[src/rtl/fitness_pkg.sv]
// Shared widths and FSM encoding for the fitness dispatch slice.
// Imported by fitness_dispatch and fitness_score_ram.
package fitness_pkg;

    localparam int NUM_PARTICLE_TYPE = 3;
    localparam int DATA_WIDTH        = 4;
    localparam int LATTICE_LENGTH    = 11;
    localparam int SELF_FIT_LENGTH   = 10;

    localparam int SELF_ENERGY_VEC_LENGTH =
        NUM_PARTICLE_TYPE * DATA_WIDTH;
    localparam int INTERATION_MATRIX_LENGTH =
        NUM_PARTICLE_TYPE * NUM_PARTICLE_TYPE * DATA_WIDTH;
    localparam int INDIVIDUAL_LENGTH =
        LATTICE_LENGTH * DATA_WIDTH;

    typedef logic [1:0] state_t;

    localparam state_t ST_IDLE  = 2'd0;
    localparam state_t ST_ISSUE = 2'd1;
    localparam state_t ST_WAIT  = 2'd2;
    localparam state_t ST_DONE  = 2'd3;

endpackage

[src/rtl/fitness_score_ram.sv]
// Score buffer: DEPTH x SELF_FIT_LENGTH, one write port, one registered read.
// Ports: clk_i, rst_i (sync, clears all), wr_en/wr_addr/wr_data, rd_addr -> rd_data.
module fitness_score_ram
    import fitness_pkg::*;
#(
    parameter int DEPTH  = 8,
    parameter int ADDR_W = 3
) (
    input  logic                       clk_i,
    input  logic                       rst_i,
    input  logic                       wr_en,
    input  logic [ADDR_W-1:0]          wr_addr,
    input  logic [SELF_FIT_LENGTH-1:0] wr_data,
    input  logic [ADDR_W-1:0]          rd_addr,
    output logic [SELF_FIT_LENGTH-1:0] rd_data
);

    logic [SELF_FIT_LENGTH-1:0] mem [DEPTH];

    // Read samples the array before this edge's write lands,
    // so a same-index read/write returns the old score.
    always_ff @(posedge clk_i) begin
        if (rst_i) begin
            for (int i = 0; i < DEPTH; i++) begin
                mem[i] <= '0;
            end
            rd_data <= '0;
        end else begin
            if (wr_en && (int'(wr_addr) < DEPTH)) begin
                mem[wr_addr] <= wr_data;
            end
            if (int'(rd_addr) < DEPTH) begin
                rd_data <= mem[rd_addr];
            end else begin
                rd_data <= '0;
            end
        end
    end

endmodule

[src/rtl/fitness_dispatch.sv]
// Issues one population individual at a time to the fitness evaluator and
// stores returned self-fitness scores; pulses done_o after a full sweep.
// Ports: clk_i, rst_i (sync, active-high); cfg_wr_i + energy buses; pop_wr_*
// population load; start_i/busy_o/done_o; eval_* evaluator handshake;
// fit_rd_addr_i -> fit_rd_data_o (1-cycle read).
// Optional: FITNESS_BEST_TRACK_EN adds best_fit_o / best_idx_o.
module fitness_dispatch
    import fitness_pkg::*;
#(
    parameter int POP_SIZE   = 8,
    parameter int POP_ADDR_W = 3
) (
    input  logic                                clk_i,
    input  logic                                rst_i,
    input  logic                                cfg_wr_i,
    input  logic [SELF_ENERGY_VEC_LENGTH-1:0]   self_energy_vec_i,
    input  logic [INTERATION_MATRIX_LENGTH-1:0] interact_matrix_i,
    input  logic                                pop_wr_en_i,
    input  logic [POP_ADDR_W-1:0]               pop_wr_addr_i,
    input  logic [INDIVIDUAL_LENGTH-1:0]        pop_wr_data_i,
    input  logic                                start_i,
    output logic                                busy_o,
    output logic                                done_o,
    output logic                                eval_in_valid_o,
    output logic [SELF_ENERGY_VEC_LENGTH-1:0]   eval_self_energy_vec_o,
    output logic [INTERATION_MATRIX_LENGTH-1:0] eval_interact_matrix_o,
    output logic [INDIVIDUAL_LENGTH-1:0]        eval_individual_vec_o,
    input  logic                                eval_out_valid_i,
    input  logic [SELF_FIT_LENGTH-1:0]          eval_self_fit_i,
    input  logic [POP_ADDR_W-1:0]               fit_rd_addr_i,
    output logic [SELF_FIT_LENGTH-1:0]          fit_rd_data_o
`ifdef FITNESS_BEST_TRACK_EN
    ,
    output logic [SELF_FIT_LENGTH-1:0]          best_fit_o,
    output logic [POP_ADDR_W-1:0]               best_idx_o
`endif
);

    localparam logic [POP_ADDR_W-1:0] LAST_IDX =
        POP_ADDR_W'(POP_SIZE - 1);

    state_t                                state;
    logic [POP_ADDR_W-1:0]                 idx;
    logic [INDIVIDUAL_LENGTH-1:0]          pop_mem [POP_SIZE];
    logic [INDIVIDUAL_LENGTH-1:0]          vec_q;
    logic [SELF_ENERGY_VEC_LENGTH-1:0]     se_q;
    logic [INTERATION_MATRIX_LENGTH-1:0]   im_q;

    logic st_idle;
    logic res_take;
    logic pop_we;

    assign st_idle  = (state == ST_IDLE);
    assign res_take = (state == ST_WAIT) && eval_out_valid_i;
    assign pop_we   = st_idle && pop_wr_en_i &&
                      (int'(pop_wr_addr_i) < POP_SIZE);

    always_ff @(posedge clk_i) begin
        if (rst_i) begin
            state <= ST_IDLE;
            idx   <= '0;
            vec_q <= '0;
            se_q  <= '0;
            im_q  <= '0;
            for (int i = 0; i < POP_SIZE; i++) begin
                pop_mem[i] <= '0;
            end
        end else begin
            if (pop_we) begin
                pop_mem[pop_wr_addr_i] <= pop_wr_data_i;
            end
            unique case (state)
                ST_IDLE: begin
                    if (cfg_wr_i) begin
                        se_q <= self_energy_vec_i;
                        im_q <= interact_matrix_i;
                    end
                    if (start_i) begin
                        state <= ST_ISSUE;
                        idx   <= '0;
                        vec_q <= pop_mem[0];
                    end
                end
                ST_ISSUE: begin
                    state <= ST_WAIT;
                end
                ST_WAIT: begin
                    if (eval_out_valid_i) begin
                        if (idx == LAST_IDX) begin
                            state <= ST_DONE;
                        end else begin
                            idx   <= idx + 1'b1;
                            vec_q <= pop_mem[idx + 1'b1];
                            state <= ST_ISSUE;
                        end
                    end
                end
                ST_DONE: begin
                    state <= ST_IDLE;
                end
                default: begin
                    state <= ST_IDLE;
                end
            endcase
        end
    end

    assign busy_o                 = !st_idle;
    assign done_o                 = (state == ST_DONE);
    assign eval_in_valid_o        = (state == ST_ISSUE);
    assign eval_self_energy_vec_o = se_q;
    assign eval_interact_matrix_o = im_q;
    assign eval_individual_vec_o  = vec_q;

    fitness_score_ram #(
        .DEPTH  (POP_SIZE),
        .ADDR_W (POP_ADDR_W)
    ) u_score (
        .clk_i   (clk_i),
        .rst_i   (rst_i),
        .wr_en   (res_take),
        .wr_addr (idx),
        .wr_data (eval_self_fit_i),
        .rd_addr (fit_rd_addr_i),
        .rd_data (fit_rd_data_o)
    );

`ifdef FITNESS_BEST_TRACK_EN
    logic [SELF_FIT_LENGTH-1:0] best_fit_q;
    logic [POP_ADDR_W-1:0]      best_idx_q;

    // Strict less-than: on ties the earlier (lower) index wins.
    always_ff @(posedge clk_i) begin
        if (rst_i) begin
            best_fit_q <= '0;
            best_idx_q <= '0;
        end else if (st_idle && start_i) begin
            best_fit_q <= '1;
            best_idx_q <= '0;
        end else if (res_take && (eval_self_fit_i < best_fit_q)) begin
            best_fit_q <= eval_self_fit_i;
            best_idx_q <= idx;
        end
    end

    assign best_fit_o = best_fit_q;
    assign best_idx_o = best_idx_q;
`endif

endmodule

[config.mk]
export PLATFORM = sky130hd
export DESIGN_NAME = fitness_dispatch
export DESIGN_NICKNAME = d
export VERILOG_FILES = /design/src/rtl/fitness_pkg.sv /design/src/rtl/fitness_score_ram.sv /design/src/rtl/fitness_dispatch.sv
export SDC_FILE = /design/constraint.sdc
export NUM_CORES = 1
export LEC_CHECK = 0
export CAP_MARGIN = 20
export CORE_MARGIN = 5
export CORE_UTILIZATION = 45
export CTS_BUF_LIST = sky130_fd_sc_hd__clkbuf_16
export DETAILED_ROUTE_END_ITERATION = 16
export MAX_ROUTING_LAYER = met4
export PLACE_DENSITY = 0.63
export SLEW_MARGIN = 20
export SYNTH_ARGS = -nofsm -noshare
export SYNTH_HDL_FRONTEND = slang
export SYNTH_SLANG_ARGS = --single-unit
export TNS_END_PERCENT = 30
[constraint.sdc]
create_clock -name clk_i -period 5.7 [get_ports clk_i]
set_input_delay 0.57 -clock clk_i [delete_from_list [all_inputs] [get_ports clk_i]]
set_output_delay 0.57 -clock clk_i [all_outputs]
set_load 0.05 [all_outputs]
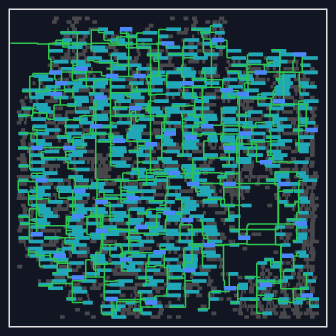
Figure 1: run 1, clock wires, drivers and flops.
[clock wires] green | length: 6,760 um
[flip-flops] cyan | count: 539
[clock-net drivers] blue | count: 57
routed clock nets: 58
Clock net power: 3.33 mW
worst clock skew: 0.0188 ns

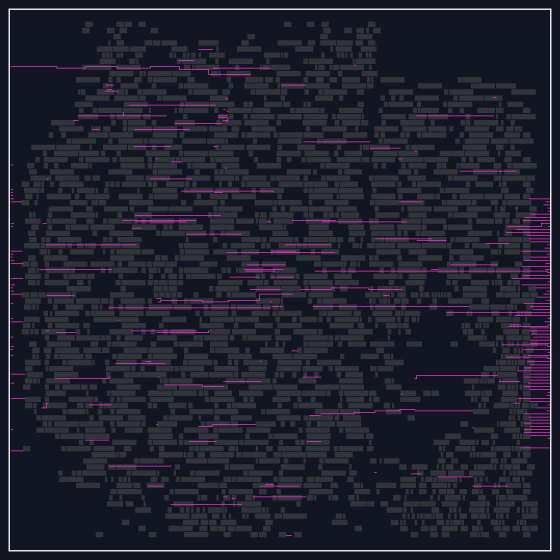
Figure 2: run 1, signal wires on met3.
nets with wire on the layer: 166
share of all routed wire: 4.7%
met3 Usage GRT: 0.0346
sum of routed wire length over all layers: 56.1 mm
detailed-route via count: 13,499

==> impl_results.rst, run 1 <==
Implementation results
======================

.. list-table::
   :header-rows: 1

   * - Metric
     - Value
   * - Proportion of netlist area held by the largest area contributor
     - 0.550
   * - Number of register bits inferred by synthesis
     - 539
   * - Leakage power total
     - 9.96 nW
   * - CTS resizes
     - 0
   * - Fillcell total
     - 4,349
   * - Distinct cell type count after synthesis
     - 39
   * - Startpoint of the worst-slack reg-to-reg timing path
     - idx[0]$_SDFFE_PP0P_
   * - Synthesized area divided by synthesized cell count
     - 14.3 um^2
   * - Avg WL per Cell
     - approximately 22 um
   * - Type of the worst setup path
     - reg2reg
   * - Num CTS Buffers
     - around 57
   * - Area added between synthesis and finish
     - 18.4%
   * - Worst-case hold slack
     - between 0.4 and 0.5 ns
   * - Required arrival time at the worst endpoint
     - 6.17 ns
   * - Critical path capture point type
     - flip-flop
   * - Kind of start point of the critical path
     - flip-flop
   * - Worst Tran Pin Value
     - 1.10 ns
   * - Count of TritonRoute iterations in the first routing pass
     - 5
   * - Arr. time, crit path
     - 3.86 ns
   * - Tool Warnings
     - 26
   * - Sink of the worst hold path
     - eval_interact_matrix_o[20]$_SDFFE_PP0P_
   * - Cells after synthesis
     - between 1,500 and 2,000
   * - Library cell occupying the most area in the post-synthesis netlist
     - sky130_fd_sc_hd__edfxtp_1
   * - EDFF count, synth
     - 432
   * - H-tree depth reported by CTS
     - 2
   * - Worst-skew pair later-pin latency
     - 0.62 ns
   * - Power density over the cells
     - 311 nW/um^2
   * - Antenna violations before repair
     - 2
   * - Peak supply drop
     - around 0.24 mV
   * - Async set-or-reset flop fraction in the synthesized netlist
     - 0
   * - Number of nets in the layout
     - approximately 2,000
   * - Top area cells in the synthesized netlist
     - sky130_fd_sc_hd__edfxtp_1 55%, sky130_fd_sc_hd__and2_1 11%, sky130_fd_sc_hd__mux4_2 9.6%, sky130_fd_sc_hd__dfxtp_1 9.1%, sky130_fd_sc_hd__nand2_1 2.3%
   * - Count of buffers from port buffering
     - 218
   * - Clock root buffer master
     - sky130_fd_sc_hd__clkbuf_16
   * - Share of total power in sequential cells
     - 0.518
   * - Top-level I/O count
     - 219
   * - Via count of the first global-routing pass
     - 13,948
   * - Proportion of synthesized chip area in sequential cells
     - 0.641
   * - Final antenna-violating net count
     - 0
   * - Most instantiated logic cells after routing
     - 432 x sky130_fd_sc_hd__edfxtp_1, 430 x sky130_fd_sc_hd__and2_1, 217 x sky130_fd_sc_hd__clkdlybuf4s50_1, 146 x sky130_fd_sc_hd__nand2_1, 106 x sky130_fd_sc_hd__dfxtp_1
   * - R2r setup slk
     - 2.31 ns
   * - Normalized max-slew margin
     - 0.265
   * - Adder and majority gate portion of the synthesized area
     - 0.00106
   * - Final period utilization
     - 0.594
   * - Yosys stat cell total
     - around 1,600
   * - Post-synthesis instance area
     - 23,600 um^2
   * - Largest fanout of any net on the critical path
     - 68
   * - CTS tree
     - yes
   * - Leading cell type by number of instances after synthesis
     - sky130_fd_sc_hd__edfxtp_1
   * - Post-Synth XOR/XNOR Area
     - 0
   * - Shortest period the worst path allows
     - roughly 3.4 ns
   * - Die Span Y
     - 239 um
   * - Fp_density
     - 0.451
   * - Final-report setup violation count
     - 0
   * - Max clock buf depth
     - 3
   * - DRC errors left
     - 0
   * - End of the worst register-to-register path
     - eval_individual_vec_o[25]$_SDFFE_PP0P_
   * - Hold path startpoint
     - rst_i
   * - Gr usage total
     - 0.200
   * - Number of endpoints with negative hold slack in the final report
     - 0
   * - Finished layout cell area
     - 27,900 um^2
   * - Critical Path Source
     - idx[0]$_SDFFE_PP0P_
   * - Part of the total power dissipated in the clock network
     - 0.384
   * - Count of clock tree sinks
     - around 540
   * - Simple-gate portion of the synthesized area
     - 0.164
   * - Buffer count from post-CTS setup fixing
     - 0
   * - Worst setup endpoint
     - eval_individual_vec_o[25]$_SDFFE_PP0P_
   * - Accumulated negative setup slack
     - 0 ns
   * - Area inside the core boundary
     - 52,200 um^2
   * - Switching part of the total power
     - 0.243
   * - Gate power share
     - 0.097
   * - Maximum number of pins on one net before global-route repair
     - 92
   * - Pre-CTS setup slack
     - 1.73 ns
   * - Overflow left after global routing
     - 0
   * - Outcome
     - completed
   * - Reg2reg path depth
     - 6
   * - Clock-pin transition on the worst setup and hold timing paths
     - around 0.06 ns
   * - Fmax
     - just under 300 MHz
   * - Half-perimeter wire length after placement
     - 33.6 mm
   * - Setup ws final
     - 2.31 ns
   * - First DRT Iteration DRCs
     - approximately 1,100
   * - Unrepaired setup endpoints after global routing
     - false
   * - Number of violations of the max-capacitance limit
     - 0
   * - Number of core rows
     - 84
   * - Routed vias/inst
     - ~5.2
   * - Net switching power
     - around 2.1 mW
   * - Overall chip area
     - roughly 57,000 um^2
   * - Final GP Congestion
     - 0.788
   * - Min-delay worst type
     - in2reg
   * - Area after DPL
     - 26,200 um^2
   * - Mux cell area share after synthesis
     - 0.127
   * - Number of warnings printed during yosys synthesis
     - 0
   * - Most frequent cells after synthesis
     - 432 x sky130_fd_sc_hd__edfxtp_1, 430 x sky130_fd_sc_hd__and2_1, 146 x sky130_fd_sc_hd__nand2_1
   * - Global-route wire length before repair
     - 85.2 mm
   * - Share of final-layout standard cells stronger than drive strength 1
     - 0.128
   * - Cell-internal power
     - 6.57 mW
   * - Top flip-flop cell by instance count after synthesis
     - sky130_fd_sc_hd__edfxtp_1
   * - Width of the die
     - 239 um
   * - Slew Limit Fails
     - 0
   * - Synthesized netlist net count
     - 1,764
   * - Share of synthesized cell area in and-or and or-and compound cells
     - 0.0390
   * - Number of buffers inserted for hold repair after clock tree synthesis
     - 0
   * - Yosys stat chip area
     - 23,600 um^2
   * - Largest family of logic cells by area
     - simple AND/OR/NAND/NOR gates
   * - Cell count of the worst hold path
     - 2
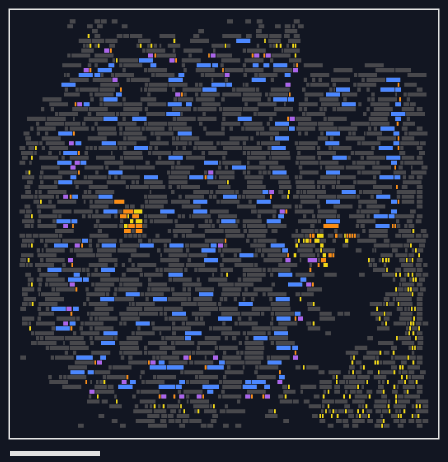
Figure 3: run 1, logic cells by family.
Bar = 50 um.
[mux cells] blue | cells: 162 | where: widely spread
[nor cells] orange | cells: 76 | where: widely spread
[non-inverting ao/oa cells] purple | cells: 45
[nand cells] yellow | cells: 159
most used logic cell in the final layout: sky130_fd_sc_hd__edfxtp_1
post-route non-filler standard cell count: 2,578
share of the final layout cell area in multi-input gates: 0.281

-- run 1: through the flow --
step                instances   util  power (mW)
global placement         2468  0.502        5.42
finish                   2578  0.534        8.67
detailed placement       2468  0.502        5.43
CTS                      2575  0.534        8.76
global route             2577  0.534        9.00
floorplan                1648      -        5.07
-- run 1: power groups by stage --
stage	clock network (mW)	registers, mW	logic (mW)
floorplan	0	4.72	0.352
global placement	0	4.57	0.849
detailed placement	0	4.58	0.857
CTS	3.41	4.49	0.860
global route	3.59	4.51	0.901
finish	3.33	4.49	0.845
-- run 1: layer usage --
layer  wire length (um)  up-vias  track usage
met5                  0        -            -
met4                838        0       0.0437
met3               2640       64       0.0346
met2              28600      311        0.339
met1              24000     6797        0.256
li1                   -     6327            -
-- run 1: flip-flops by register name, indices dropped and copies added (netlist names) --
signal                  flops
eval_individual_vec_o      44
eval_interact_matrix_o     36
eval_self_energy_vec_o     12
idx                         3
pop_mem                   352
state                       2
u_score.mem                80
u_score.rd_data            10
-- run 1: worst max-delay path: stages, from the launching register on --
cell and delay (ns):
sky130_fd_sc_hd__dfxtp_4 1.06, sky130_fd_sc_hd__ha_4 0.56, sky130_fd_sc_hd__buf_12 0.55, sky130_fd_sc_hd__mux4_2 0.63, sky130_fd_sc_hd__mux2i_1 0.16, sky130_fd_sc_hd__a211o_1 0.15, sky130_fd_sc_hd__a21oi_1 0.07
-- run 1: cell type report --
type | count | area (um^2) | area share
flip-flops and latches | 539 | 15100 | 0.542
multi-input cells | 993 | 7840 | 0.281
repair buffers | 247 | 2410 | 0.0863
clock buffers | 58 | 1450 | 0.0520
well taps | 688 | 861 | 0.0308
clock inverters | 49 | 219 | 0.00784
diodes | 3 | 7.51 | 0.000269
inverters | 1 | 3.75 | 0.000134
==> run 2: changes to the inputs <==
Clock period 5.7 ns to 3.3 ns, I/O delays scaled along.
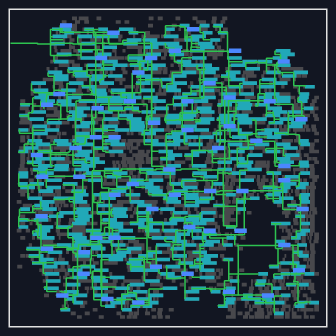
Figure 4: run 2, clock wires, drivers and flops.
[clock-net drivers] blue | count: 57
[flip-flops] cyan | count: 539
[clock wires] green | length: 6,690 um
routed clock nets: 58
flops lie: widely spread
Clock net power: 6.49 mW
part of the total power dissipated in the clock network: 0.413
worst clock skew: 0.0152 ns
worst-skew pair later-pin latency: 0.60 ns

==> run 2 against run 1 <==
  * Core utilization rose by 0.84 points
  * Global-route usage barely moved
  * Clock power rose by 95%
  * Total power rose by 81%
  * Wire length fell by 1.1%
  * Register-to-register slack got worse by 1.4 ns
  * Critical path type is now reg2out
  * Final cell count rose by 0.70%
  * Via count rose by 1.1%
  * Worst setup slack got worse by 1.6 ns
==> impl_results.rst, run 2 <==
Implementation results
======================

.. list-table::
   :header-rows: 1

   * - Metric
     - Value
   * - Area inside the core boundary
     - 52,200 um^2 (unchanged)
   * - Yosys stat chip area
     - 23,600 um^2 (unchanged)
   * - Number of core rows
     - 84 (unchanged)
   * - Number of register bits inferred by synthesis
     - 539 (unchanged)
   * - Async set-or-reset flop fraction in the synthesized netlist
     - 0 (unchanged)
   * - Number of warnings printed during yosys synthesis
     - 0 (unchanged)
   * - Count of buffers from port buffering
     - 218 (unchanged)
   * - Count of TritonRoute iterations in the first routing pass
     - 5 (unchanged)
   * - Leading cell type by number of instances after synthesis
     - sky130_fd_sc_hd__edfxtp_1
   * - Gr usage total
     - 0.200 (about the same)
   * - End of the worst register-to-register path
     - eval_individual_vec_o[2]$_SDFFE_PP0P_
   * - Hold path startpoint
     - interact_matrix_i[26]
   * - Final GP Congestion
     - 0.777 (-1.4%)
   * - Count of clock tree sinks
     - 539 (unchanged)
   * - First DRT Iteration DRCs
     - 855 (-22%)
   * - Switching part of the total power
     - 0.234 (-0.00888)
   * - Global route hottest layer
     - met2
   * - Critical Path Source
     - state[0]$_SDFFE_PP0P_
   * - Overflow left after global routing
     - 0 (unchanged)
   * - Peak supply drop
     - 0.423 mV (+80%)
   * - Die Span Y
     - 239 um (unchanged)
   * - Cells along the critical path
     - nor2b_1, clkdlybuf4s50_1
   * - Synthesized netlist net count
     - 1,764 (unchanged)
   * - Top-level I/O count
     - 219 (unchanged)
   * - Max clock buf depth
     - 3 (unchanged)
   * - Net switching power
     - 3.68 mW (+75%)
   * - Post-synthesis instance area
     - 23,600 um^2 (unchanged)
   * - Accumulated negative setup slack
     - 0 ns (unchanged)
   * - Most instantiated logic cells after routing
     - 432 x sky130_fd_sc_hd__edfxtp_1, 430 x sky130_fd_sc_hd__and2_1, 217 x sky130_fd_sc_hd__clkdlybuf4s50_1, 146 x sky130_fd_sc_hd__nand2_1, 106 x sky130_fd_sc_hd__dfxtp_1
   * - Power density over the cells
     - 555 nW/um^2 (+79%)
   * - Met3 Usage GRT
     - 0.0370 (+0.00242)
   * - Worst setup endpoint
     - eval_in_valid_o
   * - Antenna violations before repair
     - 4 (+2)
   * - Register bank with the most flops
     - pop_mem
   * - Area after DPL
     - 26,400 um^2 (+0.69%)
   * - Startpoint of the worst-slack reg-to-reg timing path
     - idx[1]$_SDFFE_PP0P_
   * - Sum of routed wire length over all layers
     - 55.5 mm (-1.1%)
   * - Fp_density
     - 0.451 (unchanged)
   * - Routed wire length on met3
     - 3.19 mm (+21%)
   * - Top flip-flop cell by instance count after synthesis
     - sky130_fd_sc_hd__edfxtp_1
   * - Area added between synthesis and finish
     - 20.2%
   * - Yosys stat cell total
     - 1,648 (unchanged)
   * - Clock root buffer master
     - sky130_fd_sc_hd__clkbuf_16
   * - Most frequent cells after synthesis
     - 432 x sky130_fd_sc_hd__edfxtp_1, 430 x sky130_fd_sc_hd__and2_1, 146 x sky130_fd_sc_hd__nand2_1
   * - EDFF count, synth
     - 432 (unchanged)
   * - Kind of start point of the critical path
     - flip-flop
   * - Detailed-route via count
     - 13,652 (+1.1%)
   * - Sum of met2 wire segment lengths after detailed routing
     - 27.7 mm (-3.3%)
   * - Top layer used by detailed routing
     - met4
   * - Avg WL per Cell
     - 21.4 um (-1.8%)
   * - Largest fanout of any net on the critical path
     - 9 (-87%)
   * - Global-route wire length before repair
     - 85.6 mm (+0.55%)
   * - Arr. time, crit path
     - 2.28 ns (-1.58 ns)
   * - Crit path largest cell delay
     - 0.89 ns (-0.17 ns)
   * - Share of total power in sequential cells
     - 0.492 (-0.026)
   * - Critical Path Slowest Stage Cell
     - sky130_fd_sc_hd__clkdlybuf4s50_1
   * - Buffer count from post-CTS setup fixing
     - 0 (unchanged)
   * - Shortest period the worst path allows
     - 2.61 ns
   * - Final antenna-violating net count
     - 0 (unchanged)
   * - Leakage power total
     - 10.1 nW (+1.6%)
   * - H-tree depth reported by CTS
     - 2 (unchanged)
   * - Finished layout cell area
     - 28,400 um^2 (+1.6%)
   * - Tool Warnings
     - 26 (unchanged)
   * - Reg2reg path depth
     - 6 (unchanged)
   * - R2r setup slk
     - 0.88 ns (-1.43 ns)
   * - Top area cells in the synthesized netlist
     - sky130_fd_sc_hd__edfxtp_1 55%, sky130_fd_sc_hd__and2_1 11%, sky130_fd_sc_hd__mux4_2 9.6%, sky130_fd_sc_hd__dfxtp_1 9.1%, sky130_fd_sc_hd__nand2_1 2.3%
   * - Overall chip area
     - 57,100 um^2 (unchanged)
   * - Required arrival time at the worst endpoint
     - 2.97 ns (-3.20 ns)
   * - Final period utilization
     - 0.791
   * - Synthesized area divided by synthesized cell count
     - 14.3 um^2 (unchanged)
   * - Proportion of synthesized chip area in sequential cells
     - 0.641 (unchanged)
   * - Most used logic cell in the final layout
     - sky130_fd_sc_hd__edfxtp_1
   * - Share of final-layout standard cells stronger than drive strength 1
     - 0.145 (+0.0172)
   * - Fillcell total
     - 4,263 (-2.0%)
   * - Cells after synthesis
     - 1,648 (unchanged)
   * - Critical path capture point type
     - primary output
   * - Gate power share
     - 0.095 (-0.002)
   * - Cell-internal power
     - 12.0 mW (+83%)
   * - Sum of routed wire segments on met1
     - 23.8 mm (-0.76%)
   * - Largest register FFs
     - 352 (unchanged)
   * - Number of nets in the layout
     - 1,972 (+0.87%)
   * - Routed vias/inst
     - 5.26 (+0.43%)
   * - CTS resizes
     - 0 (unchanged)
   * - Library cell occupying the most area in the post-synthesis netlist
     - sky130_fd_sc_hd__edfxtp_1
   * - Min-delay worst type
     - in2reg
   * - Width of the die
     - 239 um (unchanged)
   * - Clock-pin transition on the worst setup and hold timing paths
     - 0.06 ns (about the same)
   * - Outcome
     - completed
   * - Worst Tran Pin Value
     - 0.973 ns (-0.129 ns)
   * - Type of the worst setup path
     - reg2out
   * - Number of buffers inserted for hold repair after clock tree synthesis
     - 0 (unchanged)
   * - Final-report setup violation count
     - 0 (unchanged)
   * - Met1 GRT Util
     - 0.263 (+0.00694)
   * - Worst-case hold slack
     - 0.285 ns (-0.162 ns)
   * - Slew Limit Fails
     - 0 (unchanged)
   * - Maximum number of pins on one net before global-route repair
     - 92 (unchanged)
   * - Register area
     - 15,100 um^2 (unchanged)
   * - Number of violations of the max-capacitance limit
     - 0 (unchanged)
   * - Post-layout total power
     - 15.7 mW (+81%)
   * - Via count of the first global-routing pass
     - 14,184 (+1.7%)
   * - Combinational gate area
     - 7840 um^2 (about the same)
   * - Number of endpoints with negative hold slack in the final report
     - 0 (unchanged)
   * - Half-perimeter wire length after placement
     - 33.4 mm (-0.45%)
   * - Proportion of netlist area held by the largest area contributor
     - 0.550 (unchanged)
   * - Final cell utilization of the core
     - 0.543 (+0.00843)
   * - Unrepaired setup endpoints after global routing
     - false
   * - Met2 demand-to-capacity share in global routing
     - 0.329 (-0.00981)
   * - DRC errors left
     - 0 (unchanged)
   * - CTS tree
     - yes
   * - Fmax
     - 383 MHz
   * - Normalized max-slew margin
     - 0.351 (+0.0861)
   * - Num CTS Buffers
     - 57 (unchanged)
   * - Distinct cell type count after synthesis
     - 39 (unchanged)
==> run 2: power by group through the flow <==
stage / Clock [mW] / Sequential (mW) / Combinational (mW)
CTS: 6.64 / 7.75 / 1.51
floorplan: 0 / 8.15 / 0.609
global placement: 0 / 7.87 / 1.49
finish: 6.49 / 7.74 / 1.49
detailed placement: 0 / 7.89 / 1.50
global route: 6.93 / 7.77 / 1.60
==> run 2: how the worst min path moves through the flow <==
stage                                                   end  cells past startpoint
finish              eval_interact_matrix_o[26]$_SDFFE_PP0P_                      3
CTS                 eval_interact_matrix_o[30]$_SDFFE_PP0P_                      3
floorplan            eval_interact_matrix_o[0]$_SDFFE_PP0P_                      2
global route        eval_interact_matrix_o[34]$_SDFFE_PP0P_                      3
detailed placement   eval_interact_matrix_o[3]$_SDFFE_PP0P_                      2
global placement    eval_interact_matrix_o[19]$_SDFFE_PP0P_                      2
==> run 2: final cells by class <==
cell class	instances	area share
sequential	539	0.533
multi-input combinational	993	0.277
timing repair buffer	264	0.0924
clock buffer	59	0.0521
tap	688	0.0304
clock inverter	48	0.0150
antenna	4	0.000353
inverter	1	0.000132
==> run 2: cell families after synthesis <==
logic type,after synthesis,synth area share
AND/OR/NAND/NOR,686,0.164
flip-flops,539,0.641
multiplexers,162,0.127
AND-OR/OR-AND,143,0.0390
buffers and inverters,116,0.0281
adder cells (fa/ha/maj),2,0.00106
==> run 2: critical path, delay by kind of cell, from the launching register on <==
kind	cells	cell delay (ns)
AND/OR/NAND/NOR	1	0.26
flip-flops	1	0.54
buffers and inverters	1	0.89
==> run 2: per-stage QoR <==
step / cells / setup slack (ns)
detailed placement: 2484 / 0.735
global route: 2596 / 0.549
finish: 2596 / 0.688
CTS: 2591 / 0.625
floorplan: 1648 / 0.994
global placement: 2484 / 0.745
Power is estimated from default activity; no workload was simulated.
